run_1/m1.png
Scale bar: 50 um.
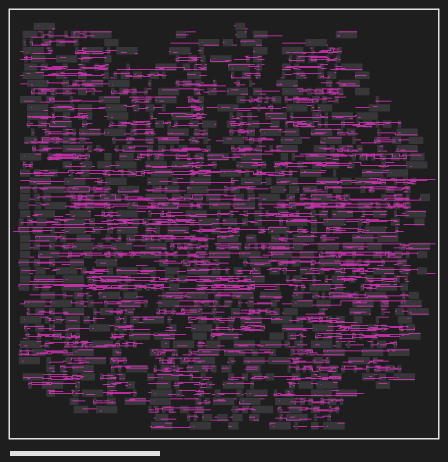
run_1/layers.png
Scale bar: 50 um. Only two layers are drawn.
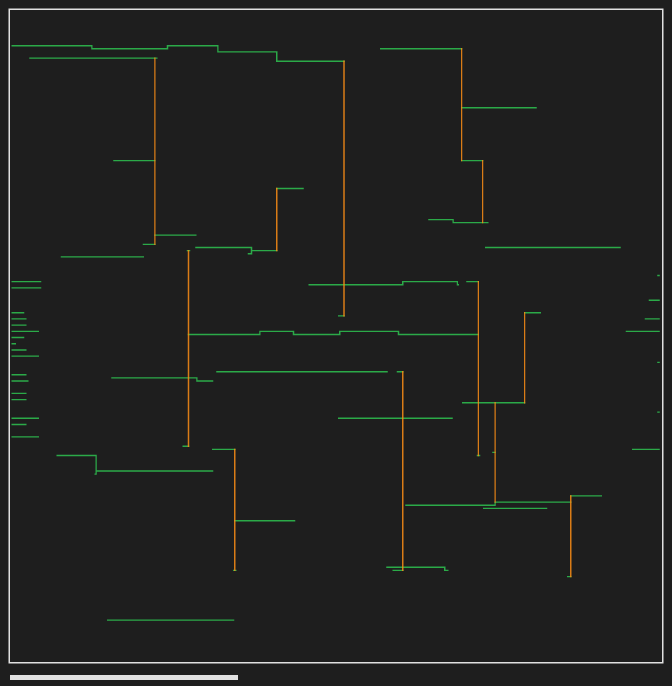
run_1/congestion_map.png
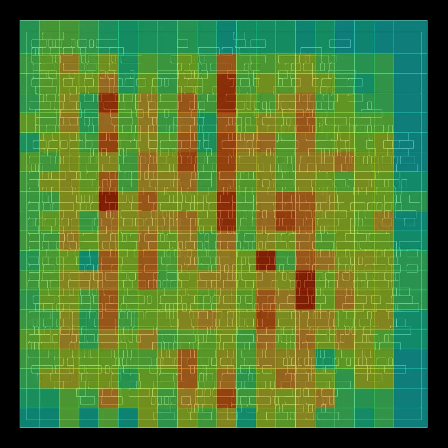
run_1/closeup.png
Scale bar: 5 um. Region (97, 97) to (117, 117) um. Cells in grey, sequential cells in the stronger grey; small squares are vias.
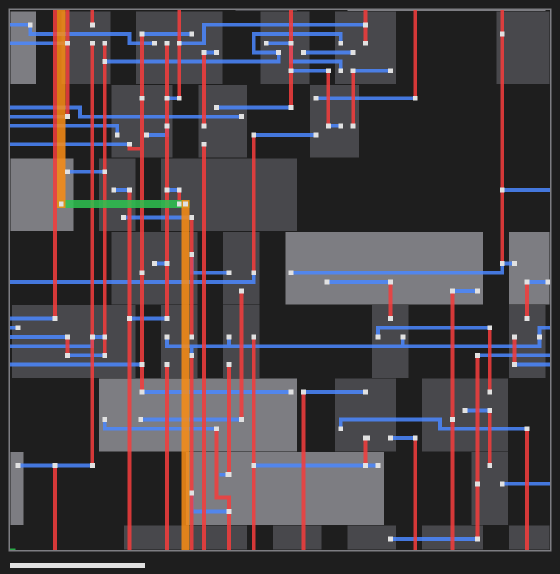
Design reflet_input_debouncer, sky130hd; sources not shown.
==> impl_metrics.py, run 1 <==
# Auto-generated metrics
metrics = {
    "timing": {
        "finalMaxSlewViolations": 0,
        "hold_ws_ns": 0.3804,
        "tightest_slew_ns": 0.6687,
        "setup_tns_ns": 0,
        "setup_viol": 0,
        "setup_ws_ns": 0.5280,
        "max_freq_ghz": 0.4129,
        "max_slew_margin": 0.5501,
        "finalClockPeriodUsage": 0.8210,
        "rsz0062_at_grt": "false",
    },
    "pwr": {
        "ir_drop_mv": 0.3551,
        "p_seq_mw": 2.86,
        "p_leak_nw": 3.527,
        "p_switching_mw": 1.186,
        "p_int_mw": 4.511,
        "clk-power_mw": 2.74,
        "power_frac_comb": 0.016,
        "seq_power_share": 0.502,
    },
    "synthesis": {
        "ys_sh_adder": 0.02417,
        "synth_nets": 931,
        "synth.area.top_cells": "dfxtp_1 51%, xor2_1 7.9%, nor2_1 7.7%",
        "synthFlopType": "dfxtp_1",
        "top_area_frac": 0.5051,
        "xor_area_frac": 0.1385,
        "synth_dominant_cell_count": "dfxtp_1",
        "common_cells": "209 x dfxtp_1, 171 x nor2_1, 75 x xor2_1",
        "logic_family": "simple AND/OR/NAND/NOR gates",
        "yosys.area_share.simple": 0.2779,
        "ys_warn_count": 0,
    },
    "cells_and_area": {
        "comb_share": 0.4100,
        "final_cell_mix": "209 x dfxtp_1, 171 x nor2_1, 75 x xor2_1",
        "mostFrequentLayoutCell": "dfxtp_1",
        "logic_area_sq_um": 3976,
        "layout.area.seq_sq_um": 4184,
        "antennaDiodeCount": 0,
        "fin_area_sq_um": 9699,
        "n_all_buffers": 39,
    },
    "setup_path": {
        "max_stage_delay_ns": 0.84,
        "endpoint_kind": "output pin",
        "path_class": "register to output pin",
    },
    "status": {
        "status": "complete, no violations",
    },
    "cts": {
        "cts_hold_buf": 0,
        "clkTransAtPathRegs_ns": 0.06,
        "cts_setup_buffers": 0,
        "clk_path_buf_depth": 3,
        "cts_root_buf": "clkbuf_8",
    },
    "floorplanning": {
        "die_y_um": 142.8,
        "pin_count": 36,
        "core_sq_um": 18830,
        "initCoreUtil": 0.4399,
        "rows": 50,
    },
    "min_path": {
        "holdPathStages": 1,
    },
    "global_routing": {
        "grt_pass1_vias": 6290,
    },
    "placement": {
        "gp_congestion": 0.7302,
        "dp_hpwl_mm": 12.00,
        "dp_slack_ns": 0.4409,
        "dp.cells": 1182,
    },
    "job": {
        "maxCapViolations": 0,
    },
    "detailed_routing": {
        "route.met3.wl_um": 701,
        "top_layer": "met4",
    },
}
Back to the opening pictures, m1.png:
The layer carries 8080 um of wire. 948 nets have wire on it. The longest straight run is 30.8 um.
drt total wl: 17.41 mm
Via Count: 6125
GRT met1 Usage: 0.2225

Back to the opening pictures, layers.png:
M4: marked orange, wire length 358 um. M3: marked green, wire length 702 um.
Total GRT Usage: 0.1778
routed length per instance: 13.98 um

Back to the opening pictures, congestion_map.png:
GRT Max-Usage Layer: met2
global routing usage on met3: 0.03890
grt met2 use: 0.3026

Back to the opening pictures, closeup.png:
M1: marked blue. M3: marked green. M4: marked orange. M2: marked red.
Most frequent: nor2_1 (6), dfxtp_1 (3). 22 logic cells have their middle in the window. Sequential cells in the window: 3.

run_1/route_heat.png
The die is cut into 29 by 29 equal tiles; white is low, dark blue is high, scaled to the fullest tile. Values are wire area over tile area, all layers added.
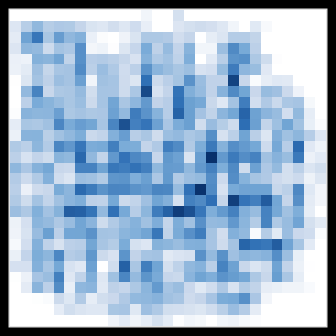

==> run 1 -> run 2 <==
CORE_UTILIZATION = 40   (was 43)
PLACE_DENSITY = 0.89   (was 0.94)
clock period = 2.45 ns   (was 2.95 ns; I/O delays follow)
run_2/route_heat.png
The die is cut into 30 by 30 equal tiles; white is low, dark blue is high, scaled to the fullest tile. Values are wire area over tile area, all layers added.
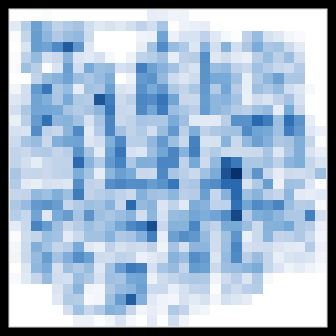
The fullest tile reaches 0.43. 17% of the tiles are over half the peak. The mean over all tiles is 0.12. 15% of the tiles are nearly empty.
drt total wl: 17.33 mm
Total GRT Usage: 0.1626
Via Count: 6240
routed length per instance: 13.75 um

run_2/m1.png
Scale bar: 50 um.
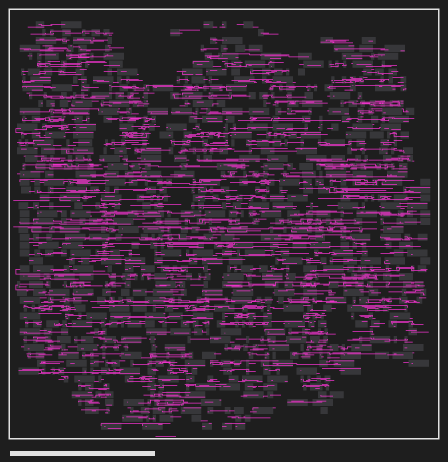
The layer carries 8100 um of wire. 945 nets have wire on it. The layer holds 47% of the routed length. The longest straight run is 52.9 um.
GRT met1 Usage: 0.2029

==> run 2 against run 1 <==
Net effect: cell count increased by 1.2%; cell area increased by 0.25%; global-route usage decreased by 1.5 points; combinational power increased by 24%; first-iteration DRC count decreased by 1.9%; clock-buffer cell count decreased by 6; synthesized cell count unchanged; sequential power increased by about 20%; critical path type unchanged; largest cell class unchanged; highest routed layer unchanged.
==> impl_metrics.py, run 2 <==
# Auto-generated metrics
metrics = {
    "status": {
        "status": "complete, no violations",
    },
    "cts": {
        "numCtsBuffers": 38,
        "clkTransAtPathRegs_ns": 0.06,
        "cts_setup_buffers": 0,
        "clk_path_buf_depth": 3,
        "cts_hold_buf": 0,
        "cts_root_buf": "clkbuf_8",
    },
    "floorplanning": {
        "initCoreUtil": 0.4081,
        "core_sq_um": 20300,
        "die_y_um": 147.9,
        "pin_count": 36,
        "rows": 52,
    },
    "cells_and_area": {
        "n_all_buffers": 42,
        "final_cell_mix": "209 x dfxtp_1, 171 x nor2_1, 75 x xor2_1",
        "seq_cells": 209,
        "post-route-util": 0.4790,
        "fin_area_sq_um": 9723,
        "logic_area_sq_um": 3976,
        "clk_share": 0.07811,
        "mostFrequentLayoutCell": "dfxtp_1",
        "antennaDiodeCount": 0,
        "layout.area.seq_sq_um": 4184,
        "comb_share": 0.4090,
        "layoutNonFillerInstCount": 1260,
        "nets": 1000,
        "area_growth_pct": 17.37,
    },
    "global_routing": {
        "grt_pass1_wl_mm": 29.68,
        "antenna_found_initial": 0,
        "global_route.peak_usage_layer": "met2",
        "grtUsageMet2": 0.2760,
        "met3_usage": 0.03642,
        "gr-total-overflow": 0,
        "grt_pass1_vias": 6314,
    },
    "timing": {
        "rsz0062_at_grt": "false",
        "max_slew_margin": 0.5548,
        "setup_viol": 0,
        "hold_ws_ns": 0.3332,
        "tightest_slew_ns": 0.6617,
        "setup_ws_ns": 0.1222,
        "finalClockPeriodUsage": 0.9501,
        "setup_tns_ns": 0,
        "max_freq_ghz": 0.4296,
        "finalMaxSlewViolations": 0,
        "fin_crit_ns": 2.328,
    },
    "detailed_routing": {
        "route.met3.wl_um": 658,
        "top_layer": "met4",
        "wl_met2_mm": 8.147,
    },
    "synthesis": {
        "ys_sh_adder": 0.02417,
        "synth_nets": 931,
        "common_cells": "209 x dfxtp_1, 171 x nor2_1, 75 x xor2_1",
        "synth_cells": 896,
        "synth_dominant_cell_count": "dfxtp_1",
        "xor_area_frac": 0.1385,
        "yosys.area_share.simple": 0.2779,
        "logic_family": "simple AND/OR/NAND/NOR gates",
        "ys_warn_count": 0,
        "synthFlopType": "dfxtp_1",
        "top_area_frac": 0.5051,
        "synth.largest_area_cell": "dfxtp_1",
        "synth.area.top_cells": "dfxtp_1 51%, xor2_1 7.9%, nor2_1 7.7%",
    },
    "placement": {
        "dp_hpwl_mm": 12.03,
        "gp_congestion": 0.7416,
        "dp_slack_ns": 0.2188,
        "dp.cells": 1195,
    },
    "pwr": {
        "dominant_power_group": "sequential cells",
        "p_leak_nw": 3.543,
        "p_seq_mw": 3.44,
        "ir_drop_mv": 0.4622,
        "p_int_mw": 5.347,
        "seq_power_share": 0.505,
        "power_frac_comb": 0.017,
        "clk-power_mw": 3.27,
        "powerDensity_nw_per_um2": 701.9,
        "p_switching_mw": 1.478,
    },
    "setup_path": {
        "max_stage_delay_ns": 0.85,
        "critPathBufInv": 1,
        "path_class": "register to output pin",
        "arrival_ns": 1.79,
        "cp.depth": 1,
        "endpoint_kind": "output pin",
    },
    "min_path": {
        "holdPathStages": 4,
    },
    "job": {
        "maxCapViolations": 0,
    },
}
Power is estimated from default activity; no workload was simulated.
